[config.mk]
export PLATFORM = sky130hd
export DESIGN_NAME = hazard_scoreboard
export DESIGN_NICKNAME = d
export VERILOG_FILES = /design/src/rtl/hazard_pkg.sv /design/src/rtl/md_busy_counter.sv /design/src/rtl/hazard_scoreboard.sv
export SDC_FILE = /design/constraint.sdc
export NUM_CORES = 1
export LEC_CHECK = 0
export CORE_MARGIN = 4
export CORE_UTILIZATION = 30
export CTS_BUF_LIST = sky130_fd_sc_hd__clkbuf_8
export DETAILED_ROUTE_END_ITERATION = 10
export DONT_BUFFER_PORTS = 1
export GPL_ROUTABILITY_DRIVEN = 0
export SETUP_SLACK_MARGIN = 0.02
export SYNTH_ARGS = -nofsm -noshare
export SYNTH_HDL_FRONTEND = slang
export SYNTH_SLANG_ARGS = --single-unit
[constraint.sdc]
create_clock -name clk -period 4.15 [get_ports clk]
set_input_delay 1.0375 -clock clk [delete_from_list [all_inputs] [get_ports clk]]
set_output_delay 1.0375 -clock clk [all_outputs]
set_load 0.01 [all_outputs]
[src/rtl/hazard_pkg.sv]
// Shared encodings for the hazard scoreboard: forward selects and stall-cause codes.
package hazard_pkg;

  localparam logic [1:0] FWD_RF = 2'b00;
  localparam logic [1:0] FWD_W  = 2'b01;
  localparam logic [1:0] FWD_M  = 2'b10;

  typedef enum logic [1:0] {
    CAUSE_NONE   = 2'b00,
    CAUSE_LOAD   = 2'b01,
    CAUSE_BRANCH = 2'b10,
    CAUSE_MD     = 2'b11
  } stall_cause_e;

  // Highest-priority cause among the hazards active this cycle.
  function automatic stall_cause_e pick_cause(input logic lw, input logic br, input logic md);
    stall_cause_e c;
    c = CAUSE_NONE;
    if (lw)      c = CAUSE_LOAD;
    else if (br) c = CAUSE_BRANCH;
    else if (md) c = CAUSE_MD;
    return c;
  endfunction

endpackage

[src/rtl/md_busy_counter.sv]
// Tracks occupancy of the multi-cycle MULT/DIV unit: busy for MD_LAT cycles after each start.
module md_busy_counter #(
  parameter int MD_LAT = 4
) (
  input  logic clk,
  input  logic rst,
  input  logic start,
  output logic busy
);

  localparam int CW = $clog2(MD_LAT + 1);
  localparam logic [CW-1:0] LAT_LOAD = CW'(MD_LAT);
  localparam logic [CW-1:0] ONE      = CW'(1);

  logic [CW-1:0] cnt_q, cnt_d;

  // A start while still busy simply restarts the count.
  always_comb begin
    cnt_d = cnt_q;
    if (start)              cnt_d = LAT_LOAD;
    else if (cnt_q != '0)   cnt_d = cnt_q - ONE;
  end

  always_ff @(posedge clk) begin
    if (rst) cnt_q <= '0;
    else     cnt_q <= cnt_d;
  end

  assign busy = (cnt_q != '0);

endmodule

[src/rtl/hazard_scoreboard.sv]
// Hazard unit for the 5-stage MIPS32 core: forwarding selects, load/branch/MULT-DIV stalls,
// a registered stall-cause report and a saturating stall-cycle counter.
module hazard_scoreboard
  import hazard_pkg::*;
#(
  parameter int RA_W   = 5,
  parameter int MD_LAT = 4,
  parameter int CNT_W  = 16
) (
  input  logic             clk,
  input  logic             rst,
  input  logic [RA_W-1:0]  rsD,
  input  logic [RA_W-1:0]  rtD,
  input  logic             branchD,
  input  logic             md_useD,
  input  logic [RA_W-1:0]  rsE,
  input  logic [RA_W-1:0]  rtE,
  input  logic             md_startE,
  input  logic             we_regE,
  input  logic             we_regM,
  input  logic             we_regW,
  input  logic [RA_W-1:0]  rf_waE,
  input  logic [RA_W-1:0]  rf_waM,
  input  logic [RA_W-1:0]  rf_waW,
  input  logic             dm_load_opE,
  input  logic             dm_load_opM,
  output logic             forwardAD,
  output logic             forwardBD,
  output logic [1:0]       forwardAE,
  output logic [1:0]       forwardBE,
  output logic             stallF,
  output logic             stallD,
  output logic             flushE,
  output logic             md_busy,
  output logic [1:0]       stall_cause,
  output logic [CNT_W-1:0] stall_cnt
);

  localparam logic [CNT_W-1:0] CNT_ONE = CNT_W'(1);

  logic lwstall, brstall, mdstall, stall;
  logic brDepE, brDepM;
  stall_cause_e cause_q, cause_d;
  logic [CNT_W-1:0] cnt_q, cnt_d;

  md_busy_counter #(.MD_LAT(MD_LAT)) u_md_busy (
    .clk   (clk),
    .rst   (rst),
    .start (md_startE),
    .busy  (md_busy)
  );

  // Register 0 is hard-wired zero, so a destination of 0 never creates a dependency.
  assign lwstall = dm_load_opE && (rtE != '0) && ((rtE == rsD) || (rtE == rtD));
  assign brDepE  = we_regE && (rf_waE != '0) && ((rf_waE == rsD) || (rf_waE == rtD));
  assign brDepM  = dm_load_opM && (rf_waM != '0) && ((rf_waM == rsD) || (rf_waM == rtD));
  assign brstall = branchD && (brDepE || brDepM);
  assign mdstall = md_useD && md_busy;
  assign stall   = lwstall || brstall || mdstall;

  assign stallF = stall;
  assign stallD = stall;
  assign flushE = stall;

  // Branch compare in D can only take a finished ALU result from M, never load data.
  assign forwardAD = (rsD != '0) && we_regM && (rf_waM == rsD) && !dm_load_opM;
  assign forwardBD = (rtD != '0) && we_regM && (rf_waM == rtD) && !dm_load_opM;

  always_comb begin
    forwardAE = FWD_RF;
    if ((rsE != '0) && we_regM && (rf_waM == rsE))      forwardAE = FWD_M;
    else if ((rsE != '0) && we_regW && (rf_waW == rsE)) forwardAE = FWD_W;
  end

  always_comb begin
    forwardBE = FWD_RF;
    if ((rtE != '0) && we_regM && (rf_waM == rtE))      forwardBE = FWD_M;
    else if ((rtE != '0) && we_regW && (rf_waW == rtE)) forwardBE = FWD_W;
  end

  // Cause holds its last value through non-stall cycles; the counter sticks at all-ones.
  always_comb begin
    cause_d = cause_q;
    cnt_d   = cnt_q;
    if (stall) begin
      cause_d = pick_cause(lwstall, brstall, mdstall);
      if (cnt_q != '1) cnt_d = cnt_q + CNT_ONE;
    end
  end

  always_ff @(posedge clk) begin
    if (rst) begin
      cause_q <= CAUSE_NONE;
      cnt_q   <= '0;
    end else begin
      cause_q <= cause_d;
      cnt_q   <= cnt_d;
    end
  end

  assign stall_cause = cause_q;
  assign stall_cnt   = cnt_q;

endmodule

==> images/layer_met3.png <==
Scale bar: 20 um.
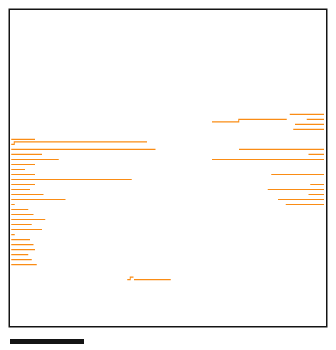
nets with wire on the layer: 41
main direction: horizontal
longest straight run: 38.9 um
wire length on this layer: 429 um
share of all routed wire: 9.3%
final wirelength: 4.63 mm
via count: 1538
met3 usage: 4.80%

==> images/sizes.png <==
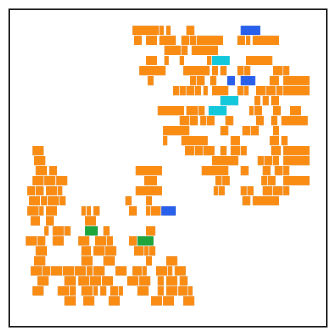
legend:
  _6 and larger:
    color: cyan
    cells: 3
    share: 1.4%
  _3 and _4 cells:
    color: blue
    cells: 4
    share: 1.9%
  _2 cells:
    color: green
    cells: 2
    share: 0.93%
  _0 and _1 cells:
    color: orange
    cells: 205
    share: 96%
final worst slack: 0.712 ns
post-route cell area: 0.00184 mm2
Area growth syn-to-layout: 1.45%
Buffers excl. clock: 0

==> images/layer_met1.png <==
Scale bar: 20 um.
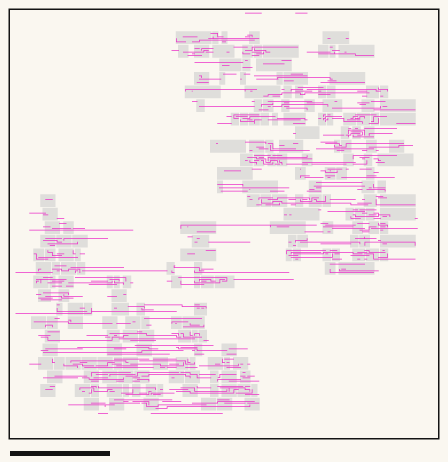
wire length on this layer: 1980 um
nets with wire on the layer: 243

-- state kept, by name, indices dropped and copies added, names as in the netlist --
name,cells
stall_cause,2
stall_cnt,16
u_md_busy.cnt_q,3
-- report_power, final --
| group | internal, mW | leakage [nW] | switching [mW] | total, mW |
|---|---|---|---|---|
| Combinational | 0.0537 | 0.371 | 0.0499 | 0.104 |
| Sequential | 0.209 | 0.170 | 0.00975 | 0.219 |
| Clock | 0.0657 | 0.0269 | 0.0621 | 0.128 |
-- worst max-delay path by stage --
stage                     endpoint  slack, ns  depth (start not counted)
after detailed placement    flushE       0.69                          4
final                       stallF       0.71                          4
after global routing        stallF       0.63                          4
after CTS                   flushE       0.69                          4
after global placement      stallF       0.71                          4
after floorplan             stallD       0.69                          8
-- synth_stat cells (all sizes together) --
library cell,n,area [um2]
o21ai,7,35.0
nor2,8,30.0
inv,5,21.3
nand2b,2,12.5
o22ai,2,12.5
o31ai,5,37.5
nand3,18,90.1
and3,10,72.6
o211ai,2,20.0
nor2b,1,6.26
and4,1,8.76
nor3,8,45.0
or3,7,43.8
or4,10,75.1
a31oi,1,6.26
o2111ai,1,8.76
o311a,1,10.0
a21o,1,7.51
mux2,1,15.0
nand2,10,37.5
and2,2,12.5
xnor2,43,377
buf,12,82.6
ha,3,37.5
xor2,8,70.1
dfxtp,21,420
o31a,2,17.5
nand4,7,43.8
a21oi,16,80.1
clkbuf,8,30.0
nor4,4,25.0
a2111oi,1,8.76
o21a,2,15.0
-- cells by family (layout without fill, tap and decap cells) --
kind of cell,count (synthesis),after routing
adder cells (fa/ha/maj),3,3
AND-OR/OR-AND,41,41
flip-flops,21,21
multiplexers,1,1
buffers and inverters,25,9
XOR/XNOR,51,51
AND/OR/NAND/NOR,88,88
-- worst min-delay path: stages, from the launching register on --
cell	delay, ns
dfxtp_1	0.31
nor2_1	0.09
a2111oi_0	0.06
-- through the flow --
step                utilization (%)  setup WS, ns
floorplan                         -         0.688
global placement               30.5         0.712
detailed placement             30.5         0.693
CTS                            31.3         0.693
global route                   31.3         0.627
finish                         31.3         0.712
-- layout make-up --
class	instances	area, um2
fillers	628	4040
multi-input cells	184	1260
flip-flops and latches	21	420
well taps	75	93.8
clock buffers	3	41.3
inverters	5	21.3
clock inverters	1	3.75
-- metal layers --
| metal | share of wire, % | global-route usage, % | vias up |
|---|---|---|---|
| li1 | - | - | 790 |
| met1 | 43 | 14.4 | 703 |
| met3 | 9.3 | 4.80 | 2 |
| met2 | 48 | 21.6 | 43 |
| met5 | 0 | 0 | - |
| met4 | 0.50 | 3.17 | 0 |
==> impl_metrics.tcl <==
# yosys + openroad results
set metrics [dict create \
    numCtsBuffers 3 \
    worst-setup-path-type "input port to output port" \
    cts_tree "built" \
    rrSetupSlack_ns 1.91 \
    crit_arrival_ns 2.40 \
    grtUsageTotal_pct 12.5 \
    cp.buffers_inverters 1 \
    layout-drive-gt1-share_pct 4.21 \
    vias_per_cell 5.32 \
    mux_area_share_pct 0.827 \
    synthSimpleGateAreaFrac_pct 27.7 \
    row_count 28 \
    r2r_end "stall_cnt[5]" \
    ctsHoldBuffers 0 \
    required_ns 3.11 \
    maxCapViolations 0 \
    slowest_stage "or4_1" \
    antenna_cells 0 \
    path_cells "or4_1 > o2111ai_1 > and3_4 > inv_4" \
    finClkSkew_ns 0.00532 \
    syn-cell-area_mm2 0.00182 \
    insertion_delay_ns 0.25 \
    lay_top_count "xnor2_1" \
    dr.pass1.iters 4 \
    crit_path_end_kind "output port" \
    pwr_density_cell_mw_per_mm2 244 \
    synthDistinctLibCells 40 \
    ys_ff 21 \
    r2r_cells 9 \
    top_logic_kind "simple AND/OR/NAND/NOR gates" \
    port_buffers 0 \
    hp-class "flop to flop" \
    lay_top_cells "xnor2_1, dfxtp_1, nand3_1" \
    holdCritStartpoint "u_md_busy.cnt_q[1]" \
    die_x_um 85.8 \
    rsz0062_at_grt "no" \
    setup_tns_ns 0 \
    yosysChipArea_mm2 0.00182 \
    die_y_um 85.8 \
    synth-xor-area-share_pct 24.6 \
    setup_viol 0 \
    p_leak_nw 0.568 \
    postCtsSetupRepairBufs 0 \
    placed_area_mm2 0.00180 \
    hpwl_mm 3.62 \
    synth.avg_cell_area_um2 7.89 \
    status "complete, no violations" \
    finalClockPeriodUsage_pct 82.8 \
    globalRouteOverflowTotal 0 \
    peakVddDrop_v 0.000112 \
    aoi_share_pct 14.3 \
    tool_warnings 27 \
    grt_pass1_vias 1530 \
    grt_pass1_wl_mm 7.54 \
    cp_top_family "simple AND/OR/NAND/NOR gates" \
    tightest_slew_ns 0.688 \
    power.total_uw 450 \
    h-tree-depth 1 \
    period_minus_slack_ns 3.44 \
    timing.rr.start "u_md_busy.cnt_q[0]" \
    adder_share_pct 2.07 \
    ant_nets 0 \
    hold_path_depth 2 \
    slew_violations 0 \
    ys_seq_share_pct 23.2 \
    whs_ns 0.503 \
    clkTransAtPathRegs_ns 0.07 \
    place_inst 285 \
    drtIter0Drc 78 \
    cts_sinks 21 \
    root_buffer "clkbuf_8" \
    wl_per_cell_um 16.0 \
    cts_resized 0 \
    fin_nets 263 \
    ys_warn_count 0 \
    hold_end "u_md_busy.cnt_q[1]" \
    cp-start-kind "input port" \
    critPathLaunch "rf_waE[1]" \
]
Power and IR drop assume default switching activity.
